===== config.mk =====
export PLATFORM = sky130hd
export DESIGN_NAME = bullet_scan
export DESIGN_NICKNAME = d
export VERILOG_FILES = /design/src/rtl/bullet_scan.sv
export SDC_FILE = /design/constraint.sdc
export NUM_CORES = 1
export LEC_CHECK = 0
export ABC_AREA = 1
export ABC_CLOCK_PERIOD_IN_PS = 4200
export CAP_MARGIN = 20
export CORE_MARGIN = 2
export CORE_UTILIZATION = 56
export DETAILED_ROUTE_END_ITERATION = 12
export GPL_TIMING_DRIVEN = 0
export PLACE_DENSITY = 0.78
export SKIP_CTS_REPAIR_TIMING = 1
export SYNTH_ARGS = -nofsm -noshare
export SYNTH_HDL_FRONTEND = slang
export SYNTH_SLANG_ARGS = --single-unit

===== constraint.sdc =====
create_clock -name clk -period 4.2 [get_ports clk]
set_input_delay 1.26 -clock clk [delete_from_list [all_inputs] [get_ports clk]]
set_output_delay 1.26 -clock clk [all_outputs]
set_load 0.02 [all_outputs]

===== src/rtl/bullet_scan.sv =====
// bullet_scan: sequentially scans a bullet table against a latched player box through an external checker.
// Ports: clk/rst (sync, active-high); start launches a scan; px/py/lpx/lpy player centre and size;
// wr_* write one table entry; check is the checker result for chk_p*/chk_b*;
// busy/done scan status; hit_mask/hit_count/first_hit/any_hit results of the last scan.
// Option: define BULLET_CLEAR_ON_HIT_EN to invalidate an entry when it is hit.
module bullet_scan #(
  parameter int NUM_BULLETS = 8,
  parameter int IDX_W = 3
) (
  input  logic                   clk,
  input  logic                   rst,
  input  logic                   start,
  input  logic [7:0]             px,
  input  logic [7:0]             py,
  input  logic [7:0]             lpx,
  input  logic [7:0]             lpy,
  input  logic                   wr_en,
  input  logic [IDX_W-1:0]       wr_idx,
  input  logic                   wr_valid,
  input  logic [7:0]             wr_x,
  input  logic [7:0]             wr_y,
  input  logic [7:0]             wr_w,
  input  logic [7:0]             wr_h,
  input  logic                   check,
  output logic [7:0]             chk_px,
  output logic [7:0]             chk_py,
  output logic [7:0]             chk_lpx,
  output logic [7:0]             chk_lpy,
  output logic [7:0]             chk_bx,
  output logic [7:0]             chk_by,
  output logic [7:0]             chk_lbx,
  output logic [7:0]             chk_lby,
  output logic                   busy,
  output logic                   done,
  output logic [NUM_BULLETS-1:0] hit_mask,
  output logic [IDX_W:0]         hit_count,
  output logic [IDX_W-1:0]       first_hit,
  output logic                   any_hit
);
  typedef enum logic [1:0] {IDLE, ISSUE, SAMPLE, DONE} state_t;
  state_t state_q, state_d;
  logic [IDX_W-1:0] idx_q;
  logic [7:0] px_q, py_q, lpx_q, lpy_q;
  logic [NUM_BULLETS-1:0] valid_q;
  logic [7:0] bx_q [NUM_BULLETS];
  logic [7:0] by_q [NUM_BULLETS];
  logic [7:0] bw_q [NUM_BULLETS];
  logic [7:0] bh_q [NUM_BULLETS];
  logic last, cur_valid, advance, hit;
  assign last = idx_q == IDX_W'(NUM_BULLETS - 1);
  assign cur_valid = valid_q[idx_q];
  assign advance = (state_q == ISSUE && !cur_valid) || state_q == SAMPLE;
  assign hit = state_q == SAMPLE && check;
  assign busy = state_q == ISSUE || state_q == SAMPLE;
  assign done = state_q == DONE;
  always_comb begin
    state_d = state_q;
    state_d = state_q == IDLE  ? (start ? ISSUE : IDLE) :
              state_q == ISSUE ? (cur_valid ? SAMPLE : (last ? DONE : ISSUE)) :
              state_q == SAMPLE ? (last ? DONE : ISSUE) : IDLE;
  end
  always_ff @(posedge clk) begin
    if (rst) begin
      state_q   <= IDLE;
      idx_q     <= '0;
      hit_mask  <= '0;
      hit_count <= '0;
      first_hit <= '0;
      any_hit   <= 1'b0;
      {px_q, py_q, lpx_q, lpy_q} <= '0;
      {chk_px, chk_py, chk_lpx, chk_lpy} <= '0;
      {chk_bx, chk_by, chk_lbx, chk_lby} <= '0;
    end else begin
      state_q <= state_d;
      if (state_q == IDLE && start) begin
        {px_q, py_q, lpx_q, lpy_q} <= {px, py, lpx, lpy};
        hit_mask  <= '0;
        hit_count <= '0;
        first_hit <= '0;
        any_hit   <= 1'b0;
        idx_q     <= '0;
      end
      if (state_q == ISSUE && cur_valid) begin
        {chk_px, chk_py, chk_lpx, chk_lpy} <= {px_q, py_q, lpx_q, lpy_q};
        {chk_bx, chk_by, chk_lbx, chk_lby} <= {bx_q[idx_q], by_q[idx_q], bw_q[idx_q], bh_q[idx_q]};
      end
      if (advance && !last) idx_q <= idx_q + 1'b1;
      if (hit) begin
        hit_mask[idx_q] <= 1'b1;
        hit_count       <= hit_count + 1'b1;
        if (!any_hit) begin
          first_hit <= idx_q;
          any_hit   <= 1'b1;
        end
      end
    end
  end
  always_ff @(posedge clk) begin
    if (rst) valid_q <= '0;
    else begin
`ifdef BULLET_CLEAR_ON_HIT_EN
      if (hit) valid_q[idx_q] <= 1'b0;
`endif
      if (wr_en) valid_q[wr_idx] <= wr_valid;
    end
  end
  always_ff @(posedge clk) begin
    if (wr_en && !rst) begin
      bx_q[wr_idx] <= wr_x;
      by_q[wr_idx] <= wr_y;
      bw_q[wr_idx] <= wr_w;
      bh_q[wr_idx] <= wr_h;
    end
  end
endmodule


Fig. 1: cell sizes after repair
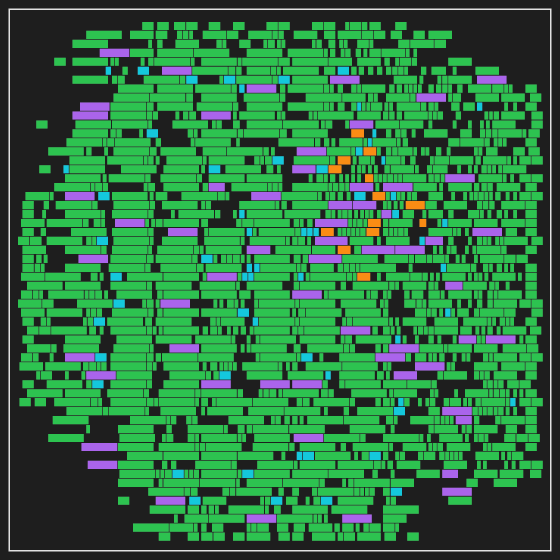
| color | size | cells | share |
|---|---|---|---|
| cyan | x2 | 61 | 4.2% |
| green | x1 and smaller | 1,334 | 91% |
| purple | x6 and larger | 59 | 4.0% |
| orange | x3 and x4 | 13 | 0.89% |
post-route design area: 0.01771 mm^2
final worst slack: 1048 ps

Fig. 2: cell density map
The bar under the picture is 50 um long. 16 x 16 tiles, from dark blue (low) to red (high), 0 to 100% covered.
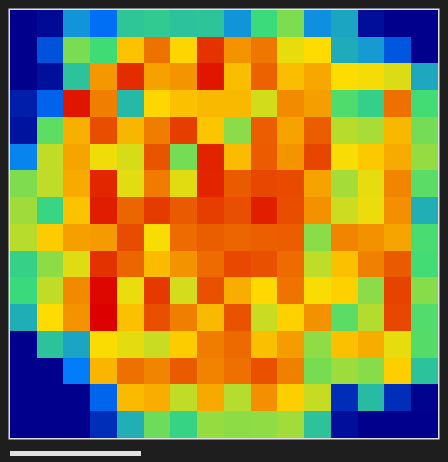
fullest tile: 100%
densest ninth of the die: middle
nearly empty tiles: 7.4%
tiles over 75% full: 50%
mean over tiles: 64%

Fig. 3: routing congestion
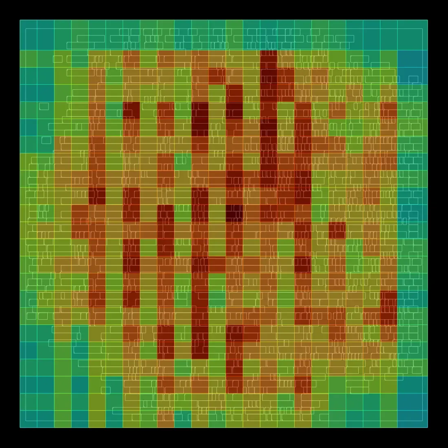
met1 Track Usage GR: 0.3495
fin util: 0.7033

==> CHANGELOG.md <==
### Implementation results

- DR pass1 iterations: 6
- Hold Path Sink: valid_q[4]
- Yosys chip area: roughly 0.014 mm^2
- Clk pwr share: 0.407
- Worst r2r src: idx_q[0]
- Pint: 6.190 mW
- H-tree level count: 2
- Worst-Margin Slew: 1127 ps
- Logic inverters: 34
- Area fraction in compound gates: 0.1227
- Number of hold violations in the final report: 0
- Final min period: 3152 ps
- Clock-cell share: 0.06669
- PortBufs: 153
- Routed wl met2: around 17 mm
- Pwr Density: ~450 mW/mm^2
- Top cells by area: edfxtp_1, dfxtp_1, nor2_1
- Outcome: complete, no violations
- M2 GR Usage: 0.4328
- Sw Pwr: 1.710 mW
- Fp util: 0.5691
- Gr ovfl total: 0
- RR Endpoint: chk_by[3]
- Clock Latency Late Sink: 520 ps
- Tap cells: roughly 330
- Vias per inst: 5.778
- Min-delay src: valid_q[4]
- Placed insts: 1,729
- Most common library cells after synthesis: nor2_1, edfxtp_1, o21ai_0
- Drt total wl: 35.56 mm
- Final max-slew violation count: 0
- Depth of the worst register-to-register path: 7
- Adder share: 0.006112
- Final setup violation count: 0
- # Max-Cap Violations: 0
- YS warnings: 0
- DR WL/cell: 19.77 um
- Sequential area share after synthesis: 0.7111
- Clock Skew: around 13 ps
- Crit-path max FO: 4
- Clock group: between 3 and 4 mW
- Nets@finish: 1,519
- Seq pwr share: 0.524
- RSZ-0062 raised after global routing: no
- HP Class: reg -> reg
- Met3 WL post-DR: 3.568 mm
- Synthesized Nets: 1,318
- Clock Root Buffer: clkbuf_16
- Drt drc: 0
- Post-Synth XOR/XNOR Area: 0
- Worst Path Buf+Inv: 2
- Leading cell category by total area: sequential cells
- Dominant logic cell type in the layout: nor2_1
- Ratio of cells with drive above 1 in the final layout: 0.09066
- Gate Area: between 0.003 and 0.004 mm^2
- Flops: 381
- Synthesis-to-layout area growth: 23.59%
- Worst slew margin: 0.2484
- Largest net degree at the start of global routing: 27
- Dpl cell area: 0.01652 mm^2
- Mapped cell area: roughly 0.014 mm^2
- Clock buffer count: 54
- DIE AREA: 0.02688 mm^2
- Boundary Pins: 155
- Logic gate share of total power: 0.069
- Tool Warnings: 29
- Grt peak-use layer: met2
- Non-clock buffer share: 0.1199
- Instance count on the critical path: 3
- Fin crit share: 0.7505
- Fmax: 0.3173 GHz
- CP required: approximately 2900 ps
- Die Ht: ~160 um
- Max VDD drop: 293.0 uV
- DP Worst Slack: 830.9 ps
- Comb/total area: 0.2071
- TritonCTS clock tree: yes
- Final Non-Filler Cells: 1,799
- Dominant kind of combinational cell: simple AND/OR/NAND/NOR gates
- Ys async rst share: 0
- Sequential power: 4.14 mW
- Max power group: registers
- Routability cong.: 0.8168
- Initial antenna violation count: 2
- Top area contributor share: 0.5365
- Count leader, synth: nor2_1
- Hold path cells: 2
- Total CTS buffers: 38
- Flop area: between 0.01 and 0.015 mm^2
- Power Total: ~7.9 mW
- CP startpoint kind: flop
- Arrival @ worst endpoint: between 1500 and 2000 ps
- Met3 Use GR: 0.05202
- Syn Area/Cell: 11.58 um^2
- CTS max path bufs: 3
- Synth Flop Type: edfxtp_1
- DR iter-0 viols: 1,518
- Layout fillers: 1,656
- Via count: 10,394
- Final setup TNS: 0 ps
- Clock Sinks: around 380
- Synthesized flop and latch total: 381
- CP endpoint: busy
- Non-clock buffers: 239
- Comb pwr: 543 uW
- Post-DP HPWL: 23.02 mm
- DRT antenna net count: 0
- ANT cells: 2
- Critical Path Start: state_q[0]
- CTS clk-pin slew, worst paths: around 60 ps
- Net Sw Frac: 0.2164
- Number of logic gates: 745
- Flip-flops with a built-in enable: between 200 and 300
- Crit-path max cell delay: 610 ps
- Setup CP Type: reg -> out
- Top logic cells by instance count in the layout: nor2_1, edfxtp_1, o21ai_0, clkdlybuf4s50_1, dfxtp_1
- First-pass GRT wire length: 53.95 mm
- Vias in the first global route: 10,104
- CP Cell Sequence: inv_1 > ha_1 > clkdlybuf4s50_1
- Highest metal used: met4
- R2R setup slack: 2090 ps
Fig. 4: placed cells, one color a class
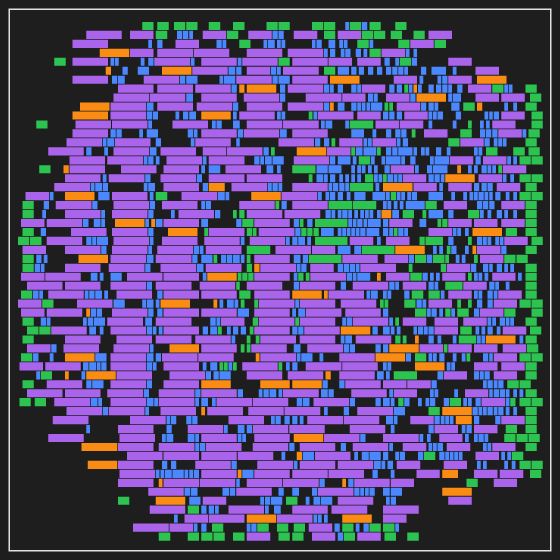
| color | class | cells | share of their area |
|---|---|---|---|
| green | remaining buffers and delay cells | 239 | 12% |
| purple | sequential cells | 381 | 59% |
| blue | remaining logic cells | 779 | 22% |
| orange | clock drivers and dummy loads | 68 | 6.8% |
core footprint: 0.02518 mm^2
fraction of area in registers: 0.5753
FP Rows: 58

Fig. 5: wire density map
The bar under the picture is 50 um long. 33 x 33 tiles, from dark blue (low) to red (high), scaled to the fullest tile. Values are wire area over tile area, all layers added.
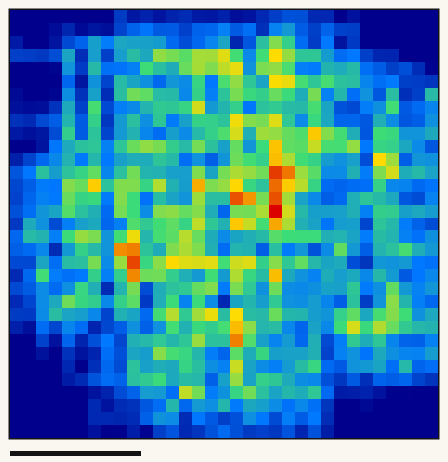
tiles over half the peak: 18%
mean over tiles: 0.22
emptiest ninth of the die: bottom left

Power and IR drop assume default switching activity.
